==> src/rtl/uart_tx.sv <==
// uart_tx: 8N1 serial transmitter with a one-byte holding register.
//
// A byte offered on tx_valid/tx_data is accepted into the holding register
// whenever it is empty (tx_ready high). The FSM moves the held byte into the
// shift register as soon as it is idle or has just finished a stop bit. A
// byte queued during a frame therefore follows that frame with no idle gap.
//
// Ports:
//   sys_clk  - single clock, rising-edge active
//   rst      - asynchronous, active-high reset
//   tx_valid - tx_data holds a byte to send
//   tx_data  - payload byte, sampled only on acceptance
//   tx_ready - holding register empty, a byte can be accepted
//   tx       - serial line (idle high, start bit, 8 data bits LSB first, stop bit)
//   busy     - FSM is not idle
module uart_tx #(
  parameter int CLK_FREQ = 50_000_000,
  parameter int BAUD     = 115200
) (
  input  logic       sys_clk,
  input  logic       rst,
  input  logic       tx_valid,
  input  logic [7:0] tx_data,
  output logic       tx_ready,
  output logic       tx,
  output logic       busy
);

  localparam int BIT_CNT = CLK_FREQ / BAUD;
  localparam int CNT_W   = (BIT_CNT > 1) ? $clog2(BIT_CNT) : 1;
  localparam logic [CNT_W-1:0] CNT_MAX = CNT_W'(BIT_CNT - 1);

  typedef enum logic [1:0] {IDLE, START, DATA, STOP} state_e;

  state_e           state_q, state_d;
  logic [CNT_W-1:0] cnt_q, cnt_d;
  logic [2:0]       idx_q, idx_d;
  logic [7:0]       shift_q, shift_d;
  logic [7:0]       hold_q, hold_d;
  logic             hold_full_q, hold_full_d;
  logic             tx_q, tx_d;
  logic             accept;
  logic             bit_end;

  // Acceptance needs an empty holding register and emptying needs a full one,
  // so a load and an unload can never coincide on the same edge.
  assign accept  = tx_valid && !hold_full_q;
  assign bit_end = (cnt_q == CNT_MAX);

  // State register: control state is reset asynchronously
  always_ff @(posedge sys_clk or posedge rst) begin
    if (rst) begin
      state_q     <= IDLE;
      cnt_q       <= '0;
      idx_q       <= '0;
      hold_full_q <= 1'b0;
      tx_q        <= 1'b1;
    end else begin
      state_q     <= state_d;
      cnt_q       <= cnt_d;
      idx_q       <= idx_d;
      hold_full_q <= hold_full_d;
      tx_q        <= tx_d;
    end
  end

  // Payload registers carry no reset; they are qualified by hold_full_q / state
  always_ff @(posedge sys_clk) begin
    hold_q  <= hold_d;
    shift_q <= shift_d;
  end

  // Next-state logic
  always_comb begin
    state_d     = state_q;
    cnt_d       = cnt_q;
    idx_d       = idx_q;
    shift_d     = shift_q;
    hold_d      = hold_q;
    hold_full_d = hold_full_q;

    if (accept) begin
      hold_d      = tx_data;
      hold_full_d = 1'b1;
    end

    case (state_q)
      IDLE: begin
        if (hold_full_q) begin
          state_d     = START;
          shift_d     = hold_q;
          hold_full_d = 1'b0;
          cnt_d       = '0;
        end
      end
      START: begin
        if (bit_end) begin
          state_d = DATA;
          cnt_d   = '0;
          idx_d   = '0;
        end else begin
          cnt_d = cnt_q + CNT_W'(1);
        end
      end
      DATA: begin
        if (bit_end) begin
          cnt_d = '0;
          if (idx_q == 3'd7) begin
            state_d = STOP;
          end else begin
            idx_d = idx_q + 3'd1;
          end
        end else begin
          cnt_d = cnt_q + CNT_W'(1);
        end
      end
      STOP: begin
        if (bit_end) begin
          cnt_d = '0;
          idx_d = '0;
          // A queued byte starts the next frame straight out of the stop bit
          if (hold_full_q) begin
            state_d     = START;
            shift_d     = hold_q;
            hold_full_d = 1'b0;
          end else begin
            state_d = IDLE;
          end
        end else begin
          cnt_d = cnt_q + CNT_W'(1);
        end
      end
      default: begin
        state_d = IDLE;
      end
    endcase
  end

  // Output logic: line level for the upcoming state, registered into tx_q
  always_comb begin
    case (state_d)
      START:   tx_d = 1'b0;
      DATA:    tx_d = shift_d[idx_d];
      default: tx_d = 1'b1;
    endcase
  end

  assign tx       = tx_q;
  assign tx_ready = !hold_full_q;
  assign busy     = (state_q != IDLE);

endmodule

==> config.mk <==
export PLATFORM = sky130hd
export DESIGN_NAME = uart_tx
export DESIGN_NICKNAME = d
export VERILOG_FILES = /design/src/rtl/uart_tx.sv
export SDC_FILE = /design/constraint.sdc
export NUM_CORES = 1
export LEC_CHECK = 0
export CAP_MARGIN = 20
export CORE_UTILIZATION = 45
export DETAILED_ROUTE_END_ITERATION = 10
export GPL_TIMING_DRIVEN = 0
export HOLD_SLACK_MARGIN = 0.05
export PLACE_DENSITY = 0.67
export SLEW_MARGIN = 20
export SYNTH_ARGS = -nofsm -noshare
export SYNTH_HDL_FRONTEND = slang
export SYNTH_SLANG_ARGS = --single-unit
==> constraint.sdc <==
create_clock -name sys_clk -period 2.1 [get_ports sys_clk]
set_input_delay 0.42 -clock sys_clk [delete_from_list [all_inputs] [get_ports sys_clk]]
set_output_delay 0.42 -clock sys_clk [all_outputs]
set_load 0.02 [all_outputs]
==> run_1/clock_wires.png <==
Drawn at 4 px/um.
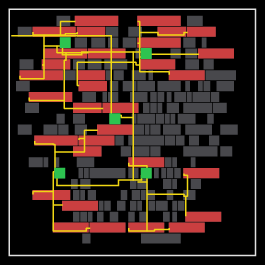
- green: clock-net drivers (count 5)
- red: flip-flops (count 32)
- yellow: clock wires (length 412 um)
- routed clock nets: 6
clk_lat worst skew: 0.34 ns
clk pwr: 0.341 mW
Clock Skew: 0.00717 ns
Clk network pwr share: 14.1%

==> run_1/congestion_map.png <==
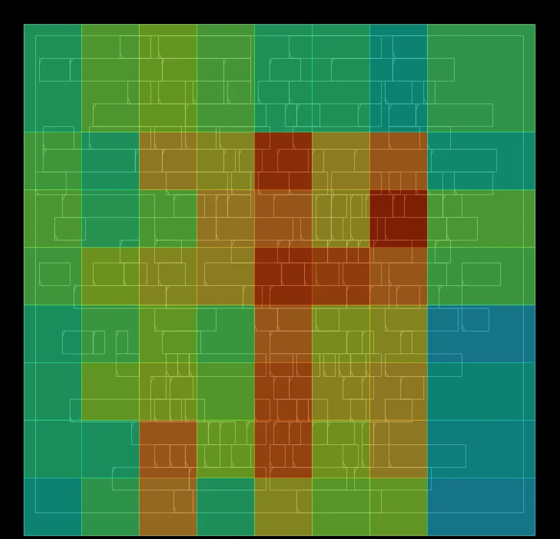
met1 usage: 24.0%
grt met3 use: 6.30%
met2 usage in global routing: 26.6%
grt peak-use layer: met2

==> run_1/closeup.png <==
Region (36, 5) to (56, 25) um. Cells in grey, sequential cells in the stronger grey; small squares are vias.
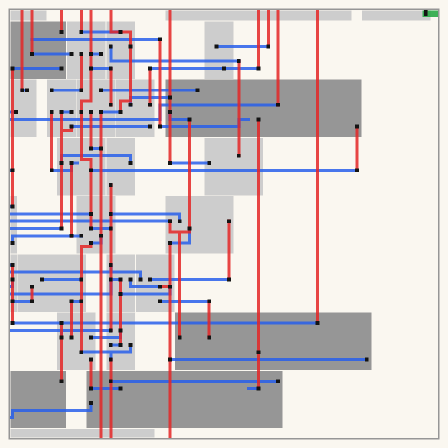
- blue: M1
- green: M3
- red: M2
- cells with their middle in the window: 20
- most frequent: o21ai_0 (5), dfrtp_1 (3)
- netlist names of flops here include: cnt_q (3)
- sequential cells in the window: 3

==> deck_impl_summary.md, run 1 <==
Run Summary

Setup path
  • RR Startpoint: cnt_q[1]
  • Worst setup startpoint: cnt_q[1]
  • Depth of the worst register-to-register path: 9
  • Register-to-register setup slack: -0.14 ns
  • RR Endpoint: tx

Final layout
  • Layout cells sized above 1: roughly a fifth
  • # diodes: 0
  • Highest-count cells in the layout ignoring fill and taps: 14 x o21ai_0, 14 x dfrtp_1, 11 x clkdlybuf4s50_1

Flow run
  • Tool warning count: 34

Outcome
  • Status: finished with violations
  • Failing checks: setup timing

Floorplan
  • CORE AREA: around 3300 um^2
  • I/O pin count: 14
  • Row cnt: 21
  • Die X: a little over 60 um

Route
  • DR WL met3: between 100 and 150 um
  • Number of DRC markers in iteration 0: 24
  • Post-route DRC: 0
  • Count of antenna-violating nets left after detailed routing: 0
  • Routed length per placed instance: 13.9 um

Clock tree
  • Htree depth: 2
  • Clock Tree Root: clkbuf_4
  • Clock-pin slew of the registers on the worst-case setup and hold paths: 0.10 ns
  • Post-CTS Hold Fix Bufs: 0

Synthesis
  • Cell count after synthesis: 141
  • Dominant cell area share: 23.8%
  • Seq share, synth: approximately half
  • Synth warn: 0

Timing
  • Final Setup Violations: 1
  • Final worst slack: -0.143 ns
  • Final hold vios: 0
  • Min Tclk post-route: 2.24 ns

Pwr
  • Worst VDD drop: between 0.5 and 0.6 mV

Place
  • Port bufs: 13
[run 1: worst max-delay path, delay by kind of cell, from the launching register on]
family | cells | cell delay, ns
buffers and inverters | 1 | 0.08
flip-flops | 1 | 0.42
multiplexers | 1 | 0.07
AND-OR/OR-AND | 3 | 0.63
adder cells (fa/ha/maj) | 1 | 0.13
AND/OR/NAND/NOR | 3 | 0.84
[run 1: state kept, by name, summed over array words and instances, names as in the netlist]
| register | count |
|---|---|
| tx | 1 |
| shift_q | 8 |
| cnt_q | 9 |
| hold_full_q | 1 |
| hold_q | 8 |
| idx_q | 3 |
| state_q | 2 |
[run 1: where the power goes]
part | internal, mW | switching [mW]
clock network | 0.127 | 0.214
registers | 0.794 | 0.101
logic | 0.538 | 0.645
total | 1.46 | 0.960
[run 1: per-stage QoR]
| step | worst slack [ns] | setup TNS (ns) | std cells | utilization [%] | cell area, um^2 |
|---|---|---|---|---|---|
| CTS | -0.163 | -0.163 | 212 | 56.6 | 1890 |
| global route | -0.279 | -0.279 | 217 | 58.6 | 1960 |
| global placement | -0.262 | -0.262 | 200 | 53.1 | 1770 |
| finish | -0.143 | -0.143 | 217 | 58.6 | 1960 |
| floorplan | -0.0146 | -0.0146 | 141 | - | 1580 |
| detailed placement | -0.309 | -0.309 | 200 | 53.1 | 1770 |
[run 1: synth_stat cells, drive strengths merged]
cell / n
a21boi: 1
mux2i: 5
nand3: 3
clkbuf: 2
o21ai: 15
and3: 4
ha: 8
a41oi: 1
o311a: 1
o32ai: 1
dfstp: 1
o22ai: 2
or3: 1
o31ai: 2
a22oi: 2
dfxtp: 8
xor2: 2
o21a: 1
a21oi: 4
nand4b: 1
nand4bb: 1
nor2b: 3
nand2: 6
inv: 11
nor3: 1
buf: 1
nand3b: 2
edfxtp: 8
dfrtp: 15
o211ai: 1
nor2: 10
nand2b: 5
a32oi: 1
a31o: 1
nor3b: 1
a211oi: 1
a22o: 8
[run 1: layout make-up]
type,count,area [um^2]
Inverter,11,41.3
Clock buffer,6,41.3
Sequential cell,32,803
Tap cell,46,57.6
Clock inverter,2,11.3
Timing Repair Buffer,22,203
Fill cell,296,1380
Buffer,3,18.8
Multi-Input combinational cell,95,779
[run 1: how the worst min path moves through the flow]
stage            endpoint        from  depth (start not counted)  slack [ns]
2_1_floorplan    cnt_q[0]         rst                          1        0.33
5_1_grt        state_q[0]         rst                          2        0.49
3_3_place_gp   shift_q[3]  shift_q[3]                          1        0.46
6_report       state_q[1]         rst                          2        0.45
4_1_cts        state_q[1]         rst                          2        0.48
3_5_place_dp   shift_q[6]  shift_q[6]                          1        0.46
[run 1: timing repair]
| item | in CTS | in global routing |
|---|---|---|
| gates resized | 8 | 9 |
| buffers inserted | 4 | 5 |
| setup endpoints to repair | 2 | 6 |
| pin swaps | 3 | 5 |
[run 1: cell families after synthesis]
kind of cell | count (synthesis) | synth area share, %
xor gates and xnor gates | 2 | 1.11
DFF | 32 | 50.9
AOI/OAI and AO/OA | 42 | 20.4
and+or+nand+nor | 38 | 14.7
buffers and inverters | 14 | 3.41
muxes | 5 | 3.17
adders and majority gates | 8 | 6.35
==> run_1/layers.png <==
Drawn at 6 px/um.
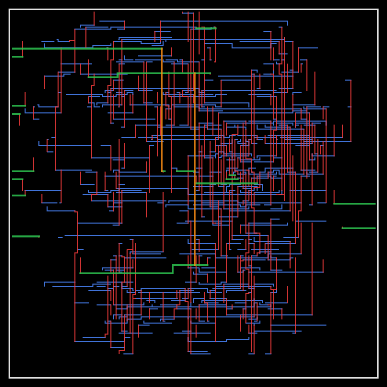

--- run 2 (diff from run 1) ---
Settings changed: MAX_ROUTING_LAYER set to met4.
==> run_2/layers.png <==
Drawn at 6 px/um.
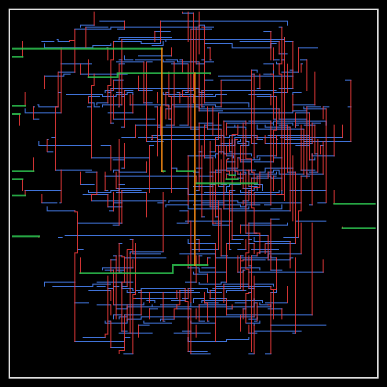
- red: M2 (wire length 1360 um)
- green: M3 (wire length 113 um)
- blue: M1 (wire length 1500 um)
- orange: M4 (wire length 52.4 um)
total number of vias: 1174
Overall Global Routing Usage: 18.7%
WL final: 3030 um

==> run_2/closeup.png <==
Region (36, 5) to (56, 25) um. Cells in grey, sequential cells in the stronger grey; small squares are vias.
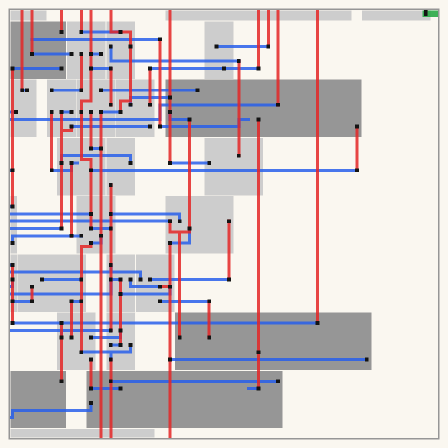
- red: M2
- blue: M1
- green: M3
- cells with their middle in the window: 20
- most frequent: o21ai_0 (5), dfrtp_1 (3)
- sequential cells in the window: 3
- netlist names of flops here include: cnt_q (3)

==> run 2 against run 1 <==
  * The flow still finishes with violations (setup timing)
  * Synthesized area is the same
  * Power about the same
  * Sequential share of layout area is the same
  * Clock-buffer cell count is the same
  * Critical path depth is the same
  * First-iteration DRC count shrank 13%
  * Critical path type unchanged
  * Critical endpoint unchanged
==> deck_impl_summary.md, run 2 <==
Run Summary

Outcome
  • Status: finished with violations (unchanged)
  • Failing checks: setup timing (unchanged)

Synthesis
  • Mux share: 3.17% (unchanged)
  • Dominant cell area share: 23.8% (unchanged)
  • Basic Gates by Area: 14.7% (unchanged)
  • Post-synth ARST share: 50.0% (unchanged)
  • Yosys xor share: 1.11% (unchanged)
  • Post-synth EDFFs: 8 (unchanged)
  • Synth warn: 0 (unchanged)
  • Complex Gates by Area: 20.4% (unchanged)
  • Most numerous cell in the Yosys netlist: dfrtp_1 (unchanged)
  • Seq share, synth: 50.9% (unchanged)
  • Cell count after synthesis: 141 (unchanged)
  • Top post-synthesis cells by count: 15 x dfrtp_1, 14 x o21ai_0, 11 x inv_1 (unchanged)

Route
  • Number of DRC markers in iteration 0: 21 (was 24)
  • Post-route DRC: 0 (unchanged)
  • Count of antenna-violating nets left after detailed routing: 0 (unchanged)

Clock tree
  • Clock Tree Root: clkbuf_4 (unchanged)
  • Clk_lat worst skew: 0.34 ns (about the same)
  • Clock-pin slew of the registers on the worst-case setup and hold paths: 0.10 ns (about the same)
  • Htree depth: 2 (unchanged)
  • Post-CTS Hold Fix Bufs: 0 (unchanged)

Final layout
  • Largest Register: cnt_q (unchanged)
  • Max FFs per register: 9 (unchanged)
  • Final Instance Area: 1960 um^2 (unchanged)
  • Top Registers: cnt_q (9), hold_q (8), shift_q (8) (unchanged)
  • Final #Nets: 189 (unchanged)
  • # diodes: 0 (unchanged)
  • Area Growth Syn to Fin: 24.0% (unchanged)
  • Highest-count cells in the layout ignoring fill and taps: 14 x o21ai_0, 14 x dfrtp_1, 11 x clkdlybuf4s50_1 (unchanged)
  • Layout cells sized above 1: 20.5% (unchanged)

Floorplan
  • I/O pin count: 14 (unchanged)
  • Row cnt: 21 (unchanged)
  • Die X: 61.2 um (unchanged)
  • CORE AREA: 3340 um^2 (unchanged)

Pwr
  • Worst VDD drop: 0.510 mV (about the same)

Setup path
  • Crit. End Element: register (unchanged)
  • Worst setup startpoint: cnt_q[1] (unchanged)
  • RR Startpoint: cnt_q[1] (unchanged)
  • Kind of critical path: register to register (unchanged)

Place
  • Area after DPL: 1770 um^2 (unchanged)
  • Port bufs: 13 (unchanged)
  • Placement Setup Slack: -0.309 ns (unchanged)

Timing
  • Final worst slack: -0.143 ns (about the same)
  • Final Setup Violations: 1 (unchanged)
  • Clock Skew: 0.00717 ns (about the same)
  • Min Tclk post-route: 2.24 ns (about the same)
  • TNS Setup: -0.143 ns (about the same)

Flow run
  • Tool warning count: 34 (unchanged)
==> run_2/congestion_map.png <==
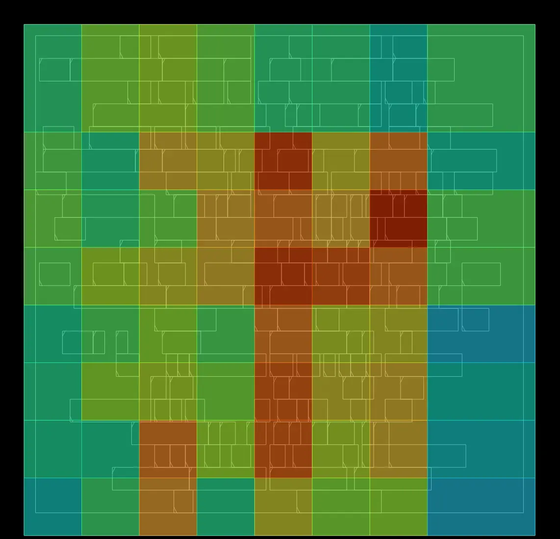
routed length per placed instance: 13.9 um
Util after Layout: 58.6%

-- run 2: cell counts after synthesis --
No cell type changed its count.
-- run 2: metal layers --
layer / up-vias / track usage, % / share of wire (%)
met5: - / - / 0
met4: 0 / 8.44 / 1.7
met3: 5 / 6.30 / 3.7
met2: 21 / 26.6 / 45
li1: 577 / - / -
met1: 571 / 24.0 / 50
-- run 2: critical path, cell delays in order, from the launching register on --
cell,delay (ns)
dfrtp_1,0.42
inv_2,0.08
ha_4,0.13
nand4b_4,0.17
o31ai_2,0.27
nor3b_4,0.36
a22o_1,0.20
mux2i_1,0.07
or3_1,0.32
a41oi_2,0.16
-- run 2: path summary, 6_finish.rpt --
kind	slack (ns)	end	cells after the start
setup / recovery	-0.14	tx	9
hold / removal	0.45	state_q[1]	2
setup reg to reg	-0.14	tx	9
hold reg to reg	0.49	shift_q[4]	1
max in group asynchronous	1.19	cnt_q[0]	2
min in group sys_clk	0.49	shift_q[4]	1
-- run 2: repair_timing --
action / in CTS / in global routing
hold endpoints to repair: 0 / 0
pin swaps: 3 / 5
setup buffers: 4 / 5
resized: 8 / 9
endpoints found under the setup margin: 2 / 6
-- run 2: where the power goes --
group,switching [mW],internal [mW]
clock,0.214,0.127
sequential,0.101,0.794
combinational,0.646,0.538
total,0.961,1.46
-- run 2: metrics by stage --
step                hold WS (ns)  std cells
floorplan                  0.333        141
global placement           0.462        200
detailed placement         0.465        200
CTS                        0.476        212
global route               0.492        217
finish                     0.454        217
-- run 2: final cells by class --
cell class | count | area (um^2)
multi-input combinational | 95 | 779
inverter | 11 | 41.3
fill | 296 | 1380
buffer | 3 | 18.8
tap | 46 | 57.6
timing repair buffer | 22 | 203
clock inverter | 2 | 11.3
clock buffer | 6 | 41.3
sequential | 32 | 803
-- run 2: logic make-up after synthesis --
logic type / after synthesis
AOI/OAI and AO/OA: 42
xor gates and xnor gates: 2
adders and majority gates: 8
buffers and inverters: 14
DFF: 32
muxes: 5
and+or+nand+nor: 38
==> run_2/ff_map.png <==
Drawn at 8 px/um. Other sequential cells in the stronger grey, the rest of the logic in the fainter grey.
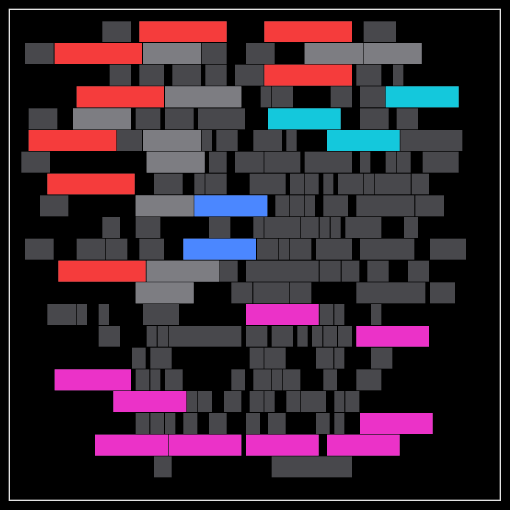

--- run 3 (diff from run 2) ---
Settings changed: CORE_MARGIN set to 2.
==> run_3/ff_map.png <==
Drawn at 8 px/um. Other sequential cells in the stronger grey, the rest of the logic in the fainter grey.
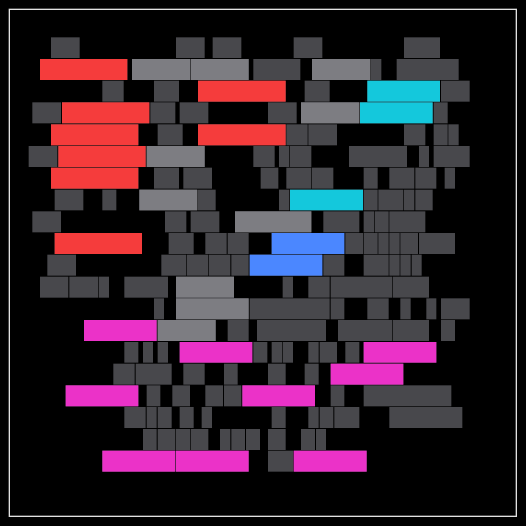
- blue: state_q (placed flops 2)
- cyan: idx_q (placed flops 3)
- magenta: cnt_q (placed flops 9)
- red: hold_q (placed flops 8; where north-west)
Flop area: 802 um^2
Util after Layout: 57.5%
Seq area share: 41.5%

==> run_3/clock_wires.png <==
Drawn at 4 px/um.
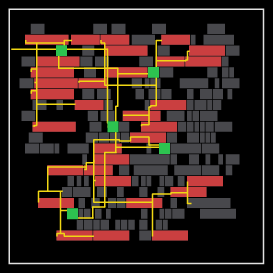
- red: flip-flops (count 32)
- yellow: clock wires (length 390 um)
- green: clock-net drivers (count 5)
- routed clock nets: 6

==> run_3/congestion_map.png <==
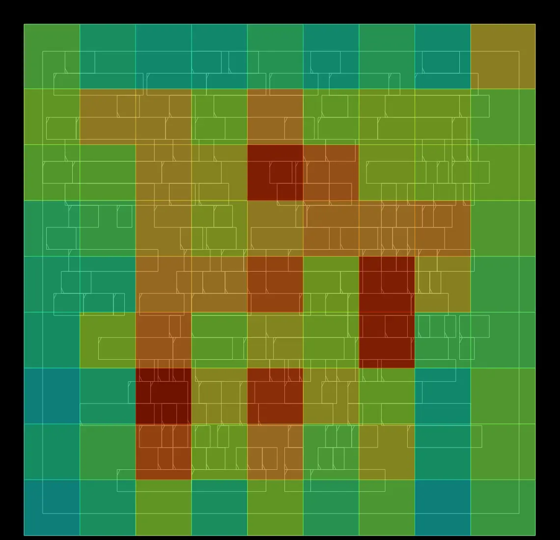
met2 usage in global routing: 28.6%
Overall Global Routing Usage: 18.3%
grt met3 use: 3.93%

==> run 3 against run 2 <==
  * The run still ends with setup timing left
  * Clock skew rose by 0.0058 ns
  * Clock power grew 37%
  * Utilization is 1.1 points lower
  * Combinational power barely moved
  * Clock-buffer cell count shrank 1
  * Non-clock buffer count down 4
  * Cell area down 1.2%
  * Hold slack worse by 0.0086 ns
  * Setup slack worse by 0.11 ns
  * Critical path depth unchanged
  * Final cell count is 1.8% lower
  * Critical path type unchanged
==> deck_impl_summary.md, run 3 <==
Run Summary

Route
  • Total number of vias: 1154 (was 1174)
  • WL final: 3090 um (was 3030 um)
  • Post-route DRC: 0 (unchanged)
  • Routed length per placed instance: 14.5 um (was 13.9 um)

Setup path
  • Crit path cell chain: inv_1, ha_2, nand4b_4, o31ai_4, nor3b_4, a22o_1, mux2i_1, o311a_1, a41oi_2 (was inv_2, ha_4, nand4b_4, o31ai_2, nor3b_4, a22o_1, mux2i_1, or3_1, a41oi_2)
  • Critical-path top delay cell: dfrtp_1 (unchanged)
  • CP peak stage delay: 0.42 ns (about the same)
  • RR Startpoint: cnt_q[1] (unchanged)
  • Kind of critical path: register to register (unchanged)
  • Crit. End Element: register (unchanged)

Outcome
  • Failing checks: setup timing (unchanged)
  • Status: finished with violations (unchanged)

Floorplan
  • Die X: 63.2 um (was 61.2 um)
  • I/O pin count: 14 (unchanged)
  • CORE AREA: 3360 um^2 (was 3340 um^2)

Synthesis
  • Cell count after synthesis: 141 (unchanged)
  • Top post-synthesis cells by count: 15 x dfrtp_1, 14 x o21ai_0, 11 x inv_1 (unchanged)
  • Post-synth ARST share: 50.0% (unchanged)
  • Post-synth EDFFs: 8 (unchanged)

Pwr
  • Logic pwr share: 46.3% (was 48.9%)
  • Psw: 0.967 mW (was 0.961 mW)
  • Sw frac: 38.2% (was 39.7%)
  • Worst VDD drop: 0.507 mV (was 0.510 mV)

Clock tree
  • Clk_lat worst skew: 0.34 ns (about the same)
  • Clock-pin slew of the registers on the worst-case setup and hold paths: 0.11 ns (was 0.10 ns)
  • Post-CTS Hold Fix Bufs: 0 (unchanged)

Final layout
  • Fin cells: 213 (was 217)
  • Max FFs per register: 9 (unchanged)
  • Top Registers: cnt_q (9), hold_q (8), shift_q (8) (unchanged)
  • Highest-count cells in the layout ignoring fill and taps: 15 x dfrtp_1, 14 x o21ai_0, 12 x clkdlybuf4s50_1 (was 14 x o21ai_0, 14 x dfrtp_1, 11 x clkdlybuf4s50_1)
  • Largest Register: cnt_q (unchanged)
  • Area Growth Syn to Fin: 22.6% (was 24.0%)
  • Layout cells sized above 1: 18.6% (was 20.5%)

Timing
  • Worst Hold Slack: 0.445 ns (was 0.454 ns)
  • Final Setup Violations: 1 (unchanged)
  • Final worst slack: -0.251 ns (was -0.143 ns)
  • Min Tclk post-route: 2.35 ns (was 2.24 ns)

Flow run
  • Tool warning count: 34 (unchanged)
## run 3: layout make-up
type | instances | area share, %
Sequential cell | 32 | 41.5
Multi-Input combinational cell | 95 | 39.9
Timing Repair Buffer | 18 | 8.41
Tap cell | 46 | 2.98
Clock inverter | 3 | 2.20
Inverter | 11 | 2.14
Clock buffer | 5 | 1.94
Buffer | 3 | 0.971
## run 3: power groups by stage
stage	registers [mW]	clock network [mW]	logic, mW
2_1_floorplan	0.886	0	0.755
3_3_place_gp	0.892	0	0.982
3_5_place_dp	0.904	0	1.03
4_1_cts	0.893	0.482	1.14
5_1_grt	0.915	0.516	1.29
6_report	0.896	0.466	1.17
## run 3: final timing paths
check                             end  depth (start not counted)  slack [ns]
min in group sys_clk       shift_q[4]                          1        0.48
max in group asynchronous    cnt_q[2]                          2        1.24
min                          cnt_q[7]                          2        0.45
max reg2reg                        tx                          9       -0.25
max                                tx                          9       -0.25
min reg2reg                shift_q[4]                          1        0.48
## run 3: metrics by stage
stage	power (mW)	instance area (um^2)
floorplan	1.64	1580
global placement	1.87	1770
detailed placement	1.93	1770
CTS	2.51	1920
global route	2.72	1930
finish	2.53	1930
## run 3: worst reg2reg max path, delay by kind of cell, from the launching register on
family,cells,cell delay (ns)
AND-OR/OR-AND,4,0.95
AND/OR/NAND/NOR,2,0.55
multiplexers,1,0.09
adder cells (fa/ha/maj),1,0.19
buffers and inverters,1,0.07
flip-flops,1,0.42
## run 3: kinds of logic after synthesis
logic type,share of synthesized area (%)
adders and majority gates,6.35
buffers and inverters,3.41
DFF,50.9
muxes,3.17
AOI/OAI and AO/OA,20.4
xor gates and xnor gates,1.11
and+or+nand+nor,14.7
## run 3: what timing repair did
item / CTS / global route
gates cloned: 0 / 0
buffers inserted: 4 / 1
endpoints found under the setup margin: 2 / 5
pin swaps: 3 / 2
gates resized: 9 / 5
## run 3: layer usage
layer	global-route usage [%]	part of all wire, %	routed length (um)	vias up
met2	28.6	51	1570	26
met1	21.8	44	1360	559
met3	3.93	3.5	107	8
met5	-	0	0	-
met4	10.6	1.7	53	0
li1	-	-	-	561
No activity file was given, so power comes from the tool's default toggle rates.
